### src/rtl/mic_pkg.sv
// Shared definitions for the MIC microsequencer: MIR field layout, NOP codes, FSM states.
package mic_pkg;

    localparam int unsigned MIR_W     = 31;
    localparam int unsigned NA_W      = 9;

    localparam int unsigned NA_MSB    = 30;
    localparam int unsigned NA_LSB    = 22;
    localparam int unsigned JMPC_BIT  = 21;
    localparam int unsigned JAMN_BIT  = 20;
    localparam int unsigned JAMZ_BIT  = 19;
    localparam int unsigned SHIFT_MSB = 18;
    localparam int unsigned SHIFT_LSB = 17;
    localparam int unsigned ALU_MSB   = 16;
    localparam int unsigned ALU_LSB   = 11;
    localparam int unsigned C_MSB     = 10;
    localparam int unsigned C_LSB     = 7;
    localparam int unsigned MEM_MSB   = 6;
    localparam int unsigned MEM_LSB   = 4;
    localparam int unsigned B_MSB     = 3;
    localparam int unsigned B_LSB     = 0;

    // Bit positions inside the 3-bit MEM field.
    localparam int unsigned MEM_WRITE = 2;
    localparam int unsigned MEM_READ  = 1;
    localparam int unsigned MEM_FETCH = 0;

    // Code 0 selects MAR, so NOP is the all-ones code.
    localparam logic [3:0] C_NOP = 4'hF;
    localparam logic [3:0] B_NOP = 4'hF;

    typedef enum logic [1:0] {
        S_RST,
        S_LOAD,
        S_EXEC,
        S_WAIT
    } seq_state_t;

endpackage

### src/rtl/mic_next_addr.sv
// Next-MPC computation: NEXT_ADDRESS ORed with the JAM condition bit and, for JMPC, MBR.
module mic_next_addr
    import mic_pkg::*;
(
    input  logic [NA_W-1:0] na_i,
    input  logic            jmpc_i,
    input  logic            jamn_i,
    input  logic            jamz_i,
    input  logic            n_i,
    input  logic            z_i,
    input  logic [7:0]      mbr_i,
    output logic [NA_W-1:0] next_addr_o
);

    // Pure OR, never an add: microcode relies on NA having zeros where MBR lands.
    always_comb begin
        next_addr_o[8]   = na_i[8] | (jamz_i & z_i) | (jamn_i & n_i);
        next_addr_o[7:0] = na_i[7:0] | (jmpc_i ? mbr_i : 8'h00);
    end

endmodule

### src/rtl/mic_sequenciador.sv
// MIC microsequencer: holds MPC and MIR, fetches from the control store, drives datapath fields.
module mic_sequenciador
    import mic_pkg::*;
#(
    parameter int unsigned       ADDR_W     = 9,
    parameter logic [ADDR_W-1:0] RESET_ADDR = '0
) (
    input  logic              clk,
    input  logic              rst_n,
    output logic [ADDR_W-1:0] cs_addr,
    input  logic [MIR_W-1:0]  cs_data,
    input  logic              alu_n,
    input  logic              alu_z,
    input  logic [7:0]        mbr,
    input  logic              mem_ready,
    output logic [3:0]        controlC,
    output logic [3:0]        controlB,
    output logic [5:0]        alu_ctrl,
    output logic [1:0]        shift_ctrl,
    output logic              mem_write,
    output logic              mem_read,
    output logic              mem_fetch,
    output logic              commit
);

    seq_state_t        state_q, state_d;
    logic [MIR_W-1:0]  mir_q, mir_d;
    logic [ADDR_W-1:0] mpc_q, mpc_d;

    logic [NA_W-1:0] next_addr;
    logic [2:0]      mem_field;
    logic            active;
    logic            complete;

    assign mem_field = mir_q[MEM_MSB:MEM_LSB];
    assign active    = (state_q == S_EXEC) || (state_q == S_WAIT);
    // mem_ready only matters when this microinstruction actually touches memory.
    assign complete  = (mem_field == 3'b000) || mem_ready;

    mic_next_addr u_next_addr (
        .na_i        (mir_q[NA_MSB:NA_LSB]),
        .jmpc_i      (mir_q[JMPC_BIT]),
        .jamn_i      (mir_q[JAMN_BIT]),
        .jamz_i      (mir_q[JAMZ_BIT]),
        .n_i         (alu_n),
        .z_i         (alu_z),
        .mbr_i       (mbr),
        .next_addr_o (next_addr)
    );

    always_comb begin
        state_d = state_q;
        mir_d   = mir_q;
        mpc_d   = mpc_q;
        unique case (state_q)
            S_RST: state_d = S_LOAD;
            S_LOAD: begin
                mir_d   = cs_data;
                state_d = S_EXEC;
            end
            S_EXEC, S_WAIT: begin
                if (complete) begin
                    mpc_d   = ADDR_W'(next_addr);
                    state_d = S_LOAD;
                end else begin
                    state_d = S_WAIT;
                end
            end
            default: state_d = S_RST;
        endcase
    end

    always_ff @(posedge clk) begin
        if (!rst_n) begin
            state_q <= S_RST;
            mir_q   <= '0;
            mpc_q   <= RESET_ADDR;
        end else begin
            state_q <= state_d;
            mir_q   <= mir_d;
            mpc_q   <= mpc_d;
        end
    end

    assign cs_addr = mpc_q;

    always_comb begin
        controlC   = C_NOP;
        controlB   = B_NOP;
        alu_ctrl   = '0;
        shift_ctrl = '0;
        mem_write  = 1'b0;
        mem_read   = 1'b0;
        mem_fetch  = 1'b0;
        if (active) begin
            controlC   = mir_q[C_MSB:C_LSB];
            controlB   = mir_q[B_MSB:B_LSB];
            alu_ctrl   = mir_q[ALU_MSB:ALU_LSB];
            shift_ctrl = mir_q[SHIFT_MSB:SHIFT_LSB];
            mem_write  = mem_field[MEM_WRITE];
            mem_read   = mem_field[MEM_READ];
            mem_fetch  = mem_field[MEM_FETCH];
        end
        // A reset edge aborts the cycle, so no register may latch on it.
        commit = active && complete && rst_n;
    end

endmodule

### config.mk
export PLATFORM = sky130hd
export DESIGN_NAME = mic_sequenciador
export DESIGN_NICKNAME = d
export VERILOG_FILES = /design/src/rtl/mic_pkg.sv /design/src/rtl/mic_next_addr.sv /design/src/rtl/mic_sequenciador.sv
export SDC_FILE = /design/constraint.sdc
export NUM_CORES = 1
export LEC_CHECK = 0
export CORE_MARGIN = 2
export CORE_UTILIZATION = 42
export DETAILED_ROUTE_END_ITERATION = 10
export MAX_ROUTING_LAYER = met4
export PLACE_DENSITY = 0.79
export SLEW_MARGIN = 20
export SYNTH_ARGS = -nofsm -noshare
export SYNTH_HDL_FRONTEND = slang
export SYNTH_SLANG_ARGS = --single-unit
### constraint.sdc
create_clock -name clk -period 1.8 [get_ports clk]
set_input_delay 0.36 -clock clk [delete_from_list [all_inputs] [get_ports clk]]
set_output_delay 0.36 -clock clk [all_outputs]
set_load 0.02 [all_outputs]
==> notes.org <==
#+TITLE: Implementation results

** Logic synthesis
- Number of enable flip-flop cells :: 0
- Of the total synthesized cell area, the portion taken by XOR and XNOR cells is 0%.
- The average instance in the mapped netlist occupies 8.539 sq um.
- After synthesis, the largest family of logic cells by area is AND-OR/OR-AND gates.
- By instance count, the leading cell after synthesis is nand2_1.
- Async set-or-reset flop fraction in the synthesized netlist :: 0%
- The biggest area contributor in the post-synthesis netlist is dfxtp_1.
- The number of nets handed over by synthesis was 249.
- YS warnings :: 0
- After synthesis, the chip area reported by Yosys is 0.001750 sq mm.
- Primary FF master, synth :: dfxtp_1
- Commonest cells in the netlist :: nand2_1 (62), dfxtp_1 (42), a21boi_0 (31), and2_1 (13), clkbuf_1 (11)
- The synthesized netlist devotes 23.80% of its cell area to simple gates.
- Number of instances in the synthesized netlist :: 205
- The synth_stat.txt file lists the number of cells as 205.
- Of the post-synthesis cell area, the dominant cell type holds 48.03%.
- Fraction of the mapped netlist area in compound gates :: 23.95%
- Summing all multiplexer cells gives an area fraction of 0%.
- Summing the sequential cell areas from Yosys gives 48.03% of the chip area.

** Clock tree
- Clock Sinks :: 42
- Clock slew seen by the registers of the worst setup and hold paths :: 70 ps
- Root buffer cell :: clkbuf_8
- At the later pin of the worst-skew pair, clock insertion delay measures 290 ps.
- The clock H-tree reported by CTS has 2 levels.
- CTS max path bufs :: 2
- TritonCTS built the clock tree.

** Setup path
- For the worst flop-to-flop path, the logic depth is 4.
- Nature of the critical path startpoint :: flop
- Worst reg2reg setup slack :: 580 ps
- Launch point of the worst reg-to-reg path :: state_q[1]
- The worst register-to-register path ends at cs_addr[1].
- Critical path data arrival time :: 1340 ps
- STA classifies the critical path endpoint as a primary output.
- In this run the worst path has a maximum fanout of 2.
- Class of the most critical setup path :: reg -> out

** Flow run
- The tool warning count for the run is 27.
- The report counts max-capacitance violations totalling 0.

** Pwr
- Cell area power density :: 833.7 mW/mm^2
- Clk network pwr share :: 25.4%
- Total power for the finished layout comes to 2.189 mW.
- The share of total power dissipated in sequential elements is 48.9%.
- Cell internal power was estimated by the tool at 1.578 mW.

** STA
- Worst Max-Slew Pin Slew :: 359.6 ps
- Count of pins over their slew limit :: 0
- After routing, the total negative slack on setup checks comes to 0 ps.
- The smallest clock period supported by the final layout is computed as 1695 ps.
- Part of the cycle the worst path needs :: 94.19%
- Relative slew slack :: 76.02%
- Tightest hold margin :: 460.5 ps

** Worst hold path
- Type of the most critical hold path :: reg -> reg
- The path with the worst hold slack has its endpoint at mir_q[0].
- Number of cells traversed by the worst hold path :: 2

** Cells and area
- From synthesis to final layout, the design area changed by 49.96%.
- 0 antenna diodes ended up in the layout.
- Fraction of final layout cells with drive strength greater than 1 :: 8.834%
- There are 42 flip-flops and latches.
- In the finished layout, the clock tree contains a buffer count of 7.
- The layout report lists the clock-cell share of area as 2.908%.
- The largest cell class by area is registers.
- Combinational gates :: 148
- The final layout report lists a non-clock buffer count of 86.

** Placement
- Final HPWL from detailed placement :: 2914 um
- Instance area at placement :: 0.002567 sq mm
- RePlAce ended its routability-driven mode at a weighted congestion of 0.6698.
- In this run the tool buffered the top-level ports with 72 buffer cells.
- Placed Cells incl. Taps :: 326
- Worst-case setup slack after placement :: -418.0 ps

** GRT
- Global-route wire length before repair :: 6589 um
- Global routing usage on met3 :: 6.494%
- In the global route stage, overall resource usage came out at 19.69%.
- Entering global routing, the biggest net connects 43 pins.
- Routing resource usage on met1 recorded by global route was 21.40%.

** Floorplanning
- The die covers 0.004700 sq mm.
- 73 I/O pins were placed.
- Floorplan row count :: 23

** Run status
- The run finished with clean final reports.

** Routing
- For this sky-water flow run, the detailed-routed wirelength per cell is reported as 12.47 um.
- Average via count per standard cell :: 4.865
- In this run the remaining antenna-violating nets after routing total 0.
- The detailed router finished its first iteration with 55 violations.
- Summing over every cut layer, the via total after detailed routing is 1620.
- Number of DRC violations after detailed routing :: 0
[worst max-delay path, stage by stage, from the launching register on]
cell     delay (ps)
dfxtp_2         340
nor4b_4         290
or2_1           160
and2_1          120
buf_4           130
[cell families (layout without fill, tap and decap cells)]
logic type,Yosys count,count (layout)
buffers and inverters,15,93
and+or+nand+nor,89,89
AOI/OAI and AO/OA,59,59
DFF,42,42
[worst max path at each step]
stage,end,slack [ps],depth (start not counted),start
final,commit,100,4,mir_q[5]
after CTS,commit,-40,5,mem_ready
after global routing,commit,4,4,mir_q[5]
after detailed placement,commit,-420,5,mem_ready
after floorplan,commit,190,4,mir_q[6]
after global placement,commit,-380,5,mem_ready
[flip-flops by register name, indices dropped and copies added, names as in the netlist]
name	flops
cs_addr	9
mir_q	31
state_q	2
[power groups by stage]
stage	clock, mW	sequential [mW]	combinational, mW
after global routing	0.603	1.08	0.617
after detailed placement	0	1.09	0.587
final	0.556	1.07	0.563
after floorplan	0	1.11	0.265
after CTS	0.573	1.07	0.567
after global placement	0	1.09	0.581
[cell usage in the layout, fill, tap and decap left out, drive strengths merged]
cell and n:
nand2 62, clkdlybuf4s50 51, dfxtp 42, a21boi 31
dlygate4sd2 19, buf 15, and2 14, nand2b 9
a21oi 9, o21ai 9, o211a 8, clkbuf 7
nor4b 1, or2 1, nor2b 1, nor2 1
a221oi 1, o31ai 1, dlymetal6s2s 1
[what timing repair did]
action                                  CTS  global route
pin swaps                                 0             2
setup buffers                             0             0
gates resized                            24             5
gates cloned                              0             0
endpoints found under the setup margin   20             1
[per-layer routing]
metal / share of wire (%) / wire, um
met4: 1.0 / 42
met3: 7.9 / 330
met5: 0 / 0
met1: 45 / 1864
met2: 46 / 1915
Local utilization:
Scale: 6 px per um. 7 x 7 tiles, from black (low) to pale yellow (high), 0 to 100% covered.
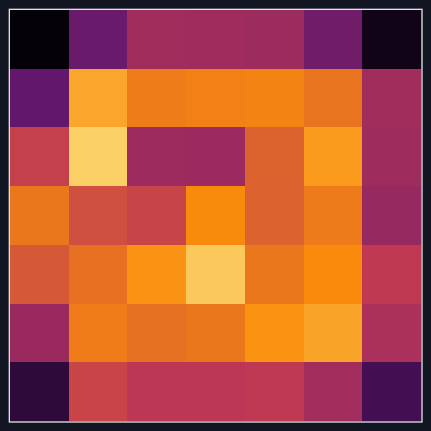
mean over tiles	55%
nearly empty tiles	2.0%
fullest tile	90%
Pre-Place Util: 43.76%
Final Core Density: 65.62%
Core Region: 0.004000 sq mm

Supply network:
Scale: 6 px per um. Pins as bars on the die edge.
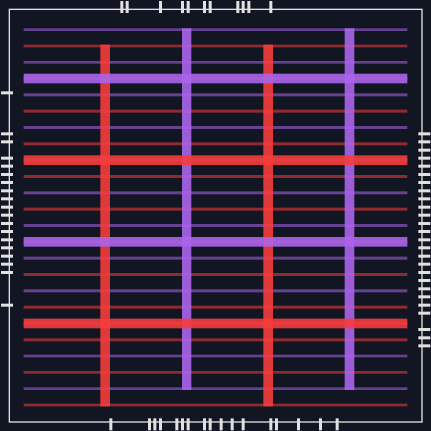
net	color
VSS	red
VDD	purple
met5 straps	4
signal pins	73
rows	23
met1 rails	24
maximum resistive drop on vdd: 0.5425 mV
Die Span Y: 68.56 um
Die W: 68.56 um

Sequential cells colored by netlist name:
Scale: 6 px per um. Other cells in gray.
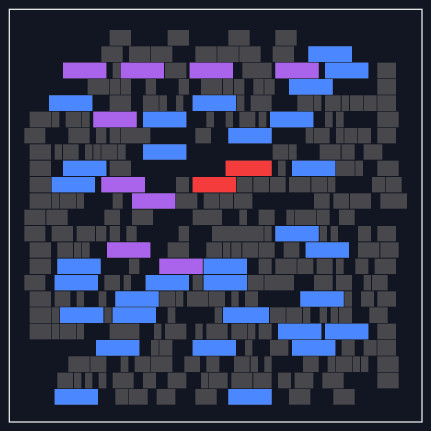
netlist name	color	sequential cells
mir_q	blue	31
cs_addr	purple	9
state_q	red	2
register area: 843.3 sq um
share of cell area taken by flip-flops and latches: 32.13%
P_seq: 1.07 mW

Power is estimated from default activity; no workload was simulated.
